`config.mk`:
```
export PLATFORM = sky130hd
export DESIGN_NAME = median_bram_sampler
export DESIGN_NICKNAME = d
export VERILOG_FILES = /design/src/rtl/mrelbp_pkg.sv /design/src/rtl/median_sample_addr_gen.sv /design/src/rtl/median_bram_sampler.sv
export SDC_FILE = /design/constraint.sdc
export NUM_CORES = 1
export LEC_CHECK = 0
export ABC_AREA = 1
export CAP_MARGIN = 20
export CORE_MARGIN = 3
export CORE_UTILIZATION = 30
export DETAILED_ROUTE_END_ITERATION = 8
export MAX_ROUTING_LAYER = met4
export PLACE_DENSITY_LB_ADDON = 0.3
export SKIP_CTS_REPAIR_TIMING = 1
export SLEW_MARGIN = 0
export SYNTH_ARGS = -nofsm -noshare
export SYNTH_HDL_FRONTEND = slang
export SYNTH_SLANG_ARGS = --single-unit
```
`constraint.sdc`:
```
create_clock -name i_clk -period 8.5 [get_ports i_clk]
set_input_delay 2.125 -clock i_clk [delete_from_list [all_inputs] [get_ports i_clk]]
set_output_delay 2.125 -clock i_clk [all_outputs]
set_load 0.02 [all_outputs]
```
`src/rtl/mrelbp_pkg.sv`:
```
// Shared types and constants for the MRELBP front end: sampler FSM states,
// tile geometry helpers and the unit neighbour-offset table.
package mrelbp_pkg;

    typedef enum logic [2:0] {
        S_IDLE,
        S_ISSUE,
        S_DRAIN,
        S_HOLD,
        S_DONE
    } sampler_state_t;

    function automatic int tile_dim(input int filter);
        return 2 * filter;
    endfunction

    function automatic int addr_w(input int filter);
        return $clog2(tile_dim(filter) * tile_dim(filter));
    endfunction

    // Unit offsets for p0..p7, counter-clockwise starting east.
    localparam int NBR_DROW [8] = '{0, -1, -1, -1, 0, 1, 1, 1};
    localparam int NBR_DCOL [8] = '{1, 1, 0, -1, -1, -1, 0, 1};

    function automatic int nbr_drow(input int k, input int radius);
        if (k < 0 || k > 7) return 0;
        return NBR_DROW[k] * radius;
    endfunction

    function automatic int nbr_dcol(input int k, input int radius);
        if (k < 0 || k > 7) return 0;
        return NBR_DCOL[k] * radius;
    endfunction

endpackage

```
`src/rtl/median_sample_addr_gen.sv`:
```
// Maps (centre row, centre col, sample index) to a tile BRAM address.
// Purely combinational; index 0 is the centre, 1..8 are p0..p7.
module median_sample_addr_gen
    import mrelbp_pkg::*;
#(
    parameter int FILTER = 5,
    parameter int RADIUS = 2,
    localparam int N  = tile_dim(FILTER),
    localparam int AW = addr_w(FILTER),
    localparam int CW = $clog2(N)
) (
    input  logic [CW-1:0] row,
    input  logic [CW-1:0] col,
    input  logic [3:0]    idx,
    output logic [AW-1:0] raddr
);

    int dr;
    int dc;
    int a_full;

    always_comb begin
        dr = 0;
        dc = 0;
        if (idx != 4'd0) begin
            dr = nbr_drow(int'(idx) - 1, RADIUS);
            dc = nbr_dcol(int'(idx) - 1, RADIUS);
        end
        // Scan range keeps every tap inside the tile, so no clamping needed.
        a_full = (int'(row) + dr) * N + int'(col) + dc;
        raddr  = AW'(a_full);
    end

endmodule

```
`src/rtl/median_bram_sampler.sv`:
```
// Walks every valid centre of the median tile, fetching centre + 8 neighbours
// from BRAM and presenting each bundle with valid/ready; holds under backpressure.
module median_bram_sampler
    import mrelbp_pkg::*;
#(
    parameter int WIDTH  = 8,
    parameter int FILTER = 5,
    parameter int RADIUS = 2,
    localparam int N  = tile_dim(FILTER),
    localparam int AW = addr_w(FILTER),
    localparam int CW = $clog2(N)
) (
    input  logic               i_clk,
    input  logic               i_rst_n,
    input  logic               i_start,
    output logic [AW-1:0]      o_raddr,
    input  logic [WIDTH-1:0]   i_rdata,
    output logic [WIDTH-1:0]   o_center,
    output logic [8*WIDTH-1:0] o_nbr,
    output logic               o_valid,
    input  logic               i_ready,
    output logic               o_busy,
    output logic               o_done
);

    generate
        if (RADIUS < 1 || RADIUS > (N - 1) / 2) begin : g_bad_radius
            $error("median_bram_sampler: RADIUS out of range for tile");
        end
    endgenerate

    localparam logic [CW-1:0] C_FIRST = CW'(RADIUS);
    localparam logic [CW-1:0] C_LAST  = CW'(N - 1 - RADIUS);

    sampler_state_t state;
    logic [CW-1:0]  row;
    logic [CW-1:0]  col;
    logic [3:0]     idx;
    logic [AW-1:0]  gen_addr;
    logic [AW-1:0]  raddr_q;
    logic           last_centre;

    median_sample_addr_gen #(
        .FILTER(FILTER),
        .RADIUS(RADIUS)
    ) u_addr_gen (
        .row  (row),
        .col  (col),
        .idx  (idx),
        .raddr(gen_addr)
    );

    // Address is live only while issuing; otherwise the last issued one is held.
    assign o_raddr     = (state == S_ISSUE) ? gen_addr : raddr_q;
    assign last_centre = (row == C_LAST) && (col == C_LAST);

    always_ff @(posedge i_clk or negedge i_rst_n) begin
        if (!i_rst_n) begin
            state    <= S_IDLE;
            row      <= C_FIRST;
            col      <= C_FIRST;
            idx      <= 4'd0;
            raddr_q  <= '0;
            o_center <= '0;
            o_nbr    <= '0;
            o_valid  <= 1'b0;
            o_busy   <= 1'b0;
            o_done   <= 1'b0;
        end else begin
            case (state)
                S_IDLE: begin
                    o_done <= 1'b0;
                    if (i_start) begin
                        state  <= S_ISSUE;
                        o_busy <= 1'b1;
                        idx    <= 4'd0;
                    end
                end
                S_ISSUE: begin
                    raddr_q <= gen_addr;
                    // Read data for index idx-1 lands this cycle.
                    if (idx == 4'd1) begin
                        o_center <= i_rdata;
                    end else if (idx >= 4'd2) begin
                        o_nbr[(int'(idx) - 2) * WIDTH +: WIDTH] <= i_rdata;
                    end
                    if (idx == 4'd8) begin
                        state <= S_DRAIN;
                    end else begin
                        idx <= idx + 4'd1;
                    end
                end
                S_DRAIN: begin
                    o_nbr[7*WIDTH +: WIDTH] <= i_rdata;
                    o_valid <= 1'b1;
                    state   <= S_HOLD;
                end
                S_HOLD: begin
                    if (i_ready) begin
                        o_valid <= 1'b0;
                        idx     <= 4'd0;
                        if (last_centre) begin
                            row    <= C_FIRST;
                            col    <= C_FIRST;
                            o_done <= 1'b1;
                            o_busy <= 1'b0;
                            state  <= S_DONE;
                        end else begin
                            if (col == C_LAST) begin
                                col <= C_FIRST;
                                row <= row + CW'(1);
                            end else begin
                                col <= col + CW'(1);
                            end
                            state <= S_ISSUE;
                        end
                    end
                end
                S_DONE: begin
                    o_done <= 1'b0;
                    state  <= S_IDLE;
                end
                default: state <= S_IDLE;
            endcase
        end
    end

endmodule
```
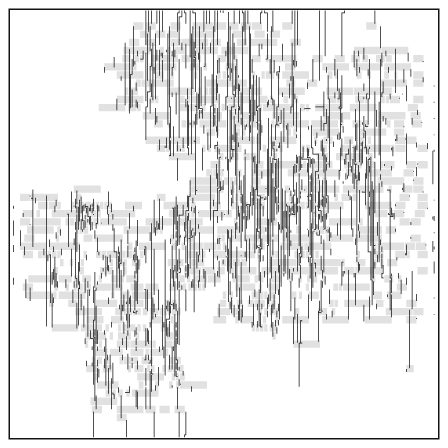
Figure 1: run 1, the metal 2 layer.
share of all routed wire: 44%
nets with wire on the layer: 614
wire length reported by the detailed router: 13800 um
met2 track demand over resource: 21.6%
Via Count: 4508

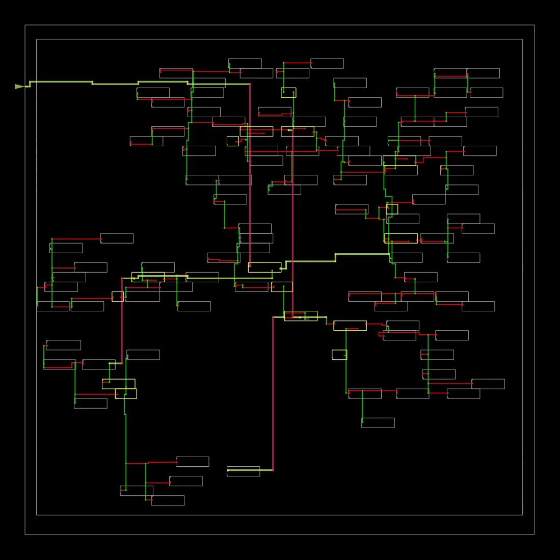
Figure 2: run 1, clock wiring as the flow saved it.
Seq Cell Count: 97
Worst Skew: 0.0123 ns
clock insertion delay at the later pin of the skew report: 0.36 ns
CTS Buf Count: 9

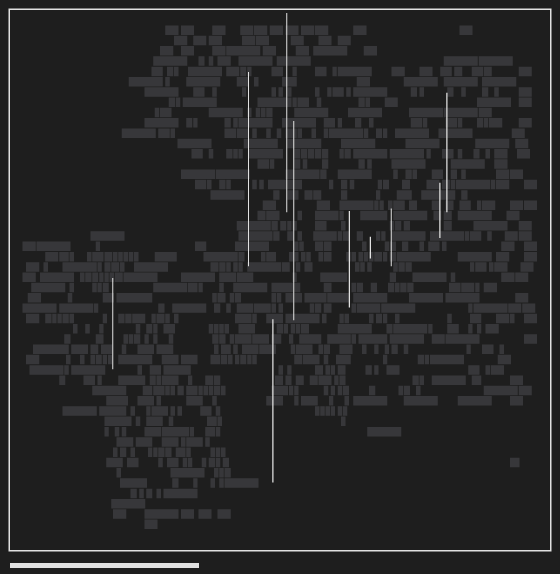
Figure 3: run 1, the metal 4 layer.
Scale bar: 50 um.
share of all routed wire: 2.3%
main direction: vertical

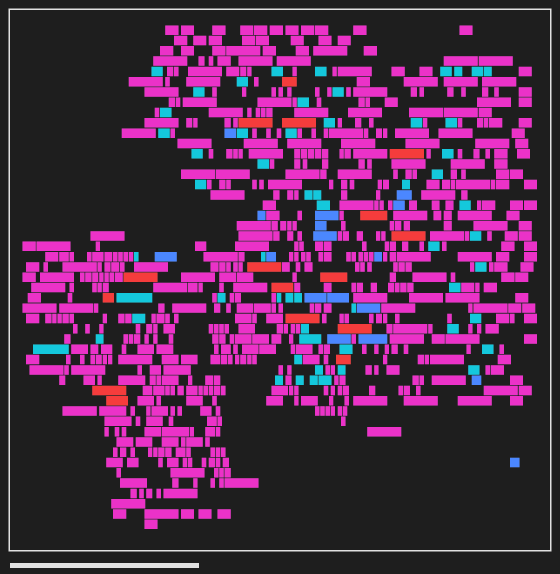
Figure 4: run 1, cells by drive strength.
Scale bar: 50 um.
| size | colour | cells | share | most used |
|---|---|---|---|---|
| _6 and larger | red | 16 | 2.2% | clkbuf_16 |
| _3 and _4 cells | blue | 17 | 2.3% | nand3_4 |
| _0 and _1 cells | magenta | 649 | 88% | nand2_1 |
| _2 cells | cyan | 57 | 7.7% | o21ai_2 |
non-clock buffer total of the final layout: 95
area added between synthesis and finish: 24.8%
Worst Setup Slack, final: 0.817 ns
Post-Layout Inst Area: 7000 sq um

==> deck_impl_summary.md, run 1 <==
Implementation Results

Status
  – Status: finished clean

STA
  – Hold violation count in the final report: 0
  – Hold Worst Slack: around 0.48 ns
  – Final worst path period share: approximately nine tenths

Clocking
  – Root buffer selected by CTS: clkbuf_16
  – H-tree lvl count: 3

Setup path
  – Crit path max fanout: 16
  – Register-to-Register Path Depth: 27
  – Setup Crit Path Kind: reg2out
  – Reg-to-reg setup timing slack: 3.82 ns

Yosys
  – MUX share of area: 0%
  – Yosys chip area: 5610 sq um
  – Main area contributors: dfrtp_1, nand2_1, ha_1
  – Post-synthesis cell area: between 5000 and 6000 sq um
  – Register bit count reported by yosys: 97
  – Area fraction of the dominant cell type after synthesis: a little over two fifths

GRT
  – Pin count of the biggest net entering global routing: approximately 74

Layout
  – Register area: 2430 sq um
Figure 5. Metal layers overlaid (run 1).
Two of the layers only.
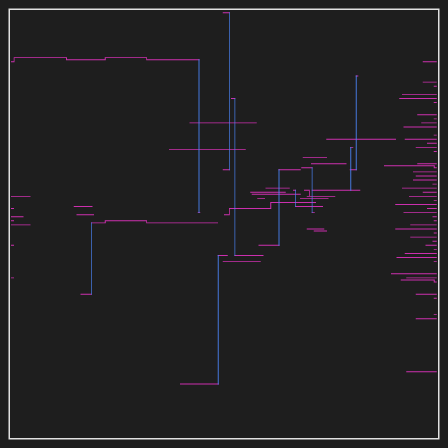

==> run 2: changes to the inputs <==
- PLACE_DENSITY: unset -> 0.53
- PLACE_DENSITY_LB_ADDON: 0.3 -> unset
- REMOVE_ABC_BUFFERS: unset -> 1
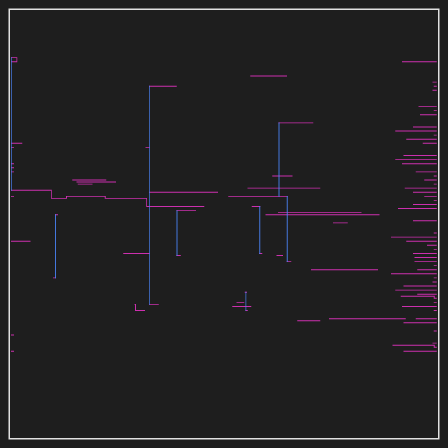
Figure 6: run 2, metal layers overlaid.
Two of the layers only.
| layer | colour | wire length |
|---|---|---|
| metal 3 | magenta | 726 um |
| metal 4 | blue | 221 um |
Via Count: 4605
total routing resource utilization after global routing: 15.1%
routed wirelength normalized by instance count: 14.9 um
wire length reported by the detailed router: 14400 um

==> deck_impl_summary.md, run 2 <==
Implementation Results

Status
  – Status: finished clean

Layout
  – Seq Cell Count: 97 (unchanged)
  – Non-clock buffer total of the final layout: 95 (unchanged)
  – Layout clock buffer count: 9
  – Area added between synthesis and finish: 25.1%
  – Layout cell share with drive strength beyond 1: around 12%
  – Register area: 2430 sq um (unchanged)

STA
  – Hold Worst Slack: 0.478 ns (-0.00533 ns)
  – Worst Skew: 0.0107 ns (-0.00168 ns)
  – Hold violation count in the final report: 0 (unchanged)
  – Count of final max-slew check failures: 0
  – Final worst path period share: 91.6% (+1.2 points)
  – Worst Setup Slack, final: 0.715 ns (-0.102 ns)
  – Peak Freq: approximately 130 MHz

GRT
  – Antenna violations before repair: 0
  – Pin count of the biggest net entering global routing: 62 (-16%)
  – Met2 track demand over resource: 24.7% (+3.1 points)

Yosys
  – MUX share of area: 0% (unchanged)
  – Register bit count reported by yosys: 97 (unchanged)
  – Area fraction of the dominant cell type after synthesis: 42.4% (unchanged)
  – AND/OR/NAND/NOR Cells, Area Fraction: a little over a quarter
  – Ranking of synthesized cells by instance count: nand2_1, dfrtp_1, inv_1
  – XOR-XNOR Cells, Area Fraction: between 1.5 and 2%
  – Main area contributors: dfrtp_1, nand2_1, ha_1
  – Yosys chip area: 5610 sq um (unchanged)
  – Post-synthesis cell area: 5610 sq um (unchanged)
  – Average instance area after synthesis: between 8 and 9 sq um

Clocking
  – CTS Buf Count: 9 (unchanged)
  – Root buffer selected by CTS: clkbuf_16
  – Clock insertion delay at the later pin of the skew report: 0.36 ns (about the same)
  – H-tree lvl count: 3 (unchanged)

Placed design
  – IO buf count: 93
  – Worst slack after detailed placement: ~1.1 ns

Setup path
  – Setup Crit Path Kind: reg2out
  – Reg2Reg Launch Point: idx[0]
  – Master of the slowest instance on the critical path: clkdlybuf4s50_1
  – Crit path max fanout: 16 (unchanged)
  – Reg-to-reg setup timing slack: 3.73 ns (-0.09 ns)

Route
  – Post-detailed-route DRC marker count: 0

Floorplan
  – Boundary Pins: approximately 94
  – Placeable core region: approximately 18000 sq um

Min path
  – Hold EP: raddr_q[2]
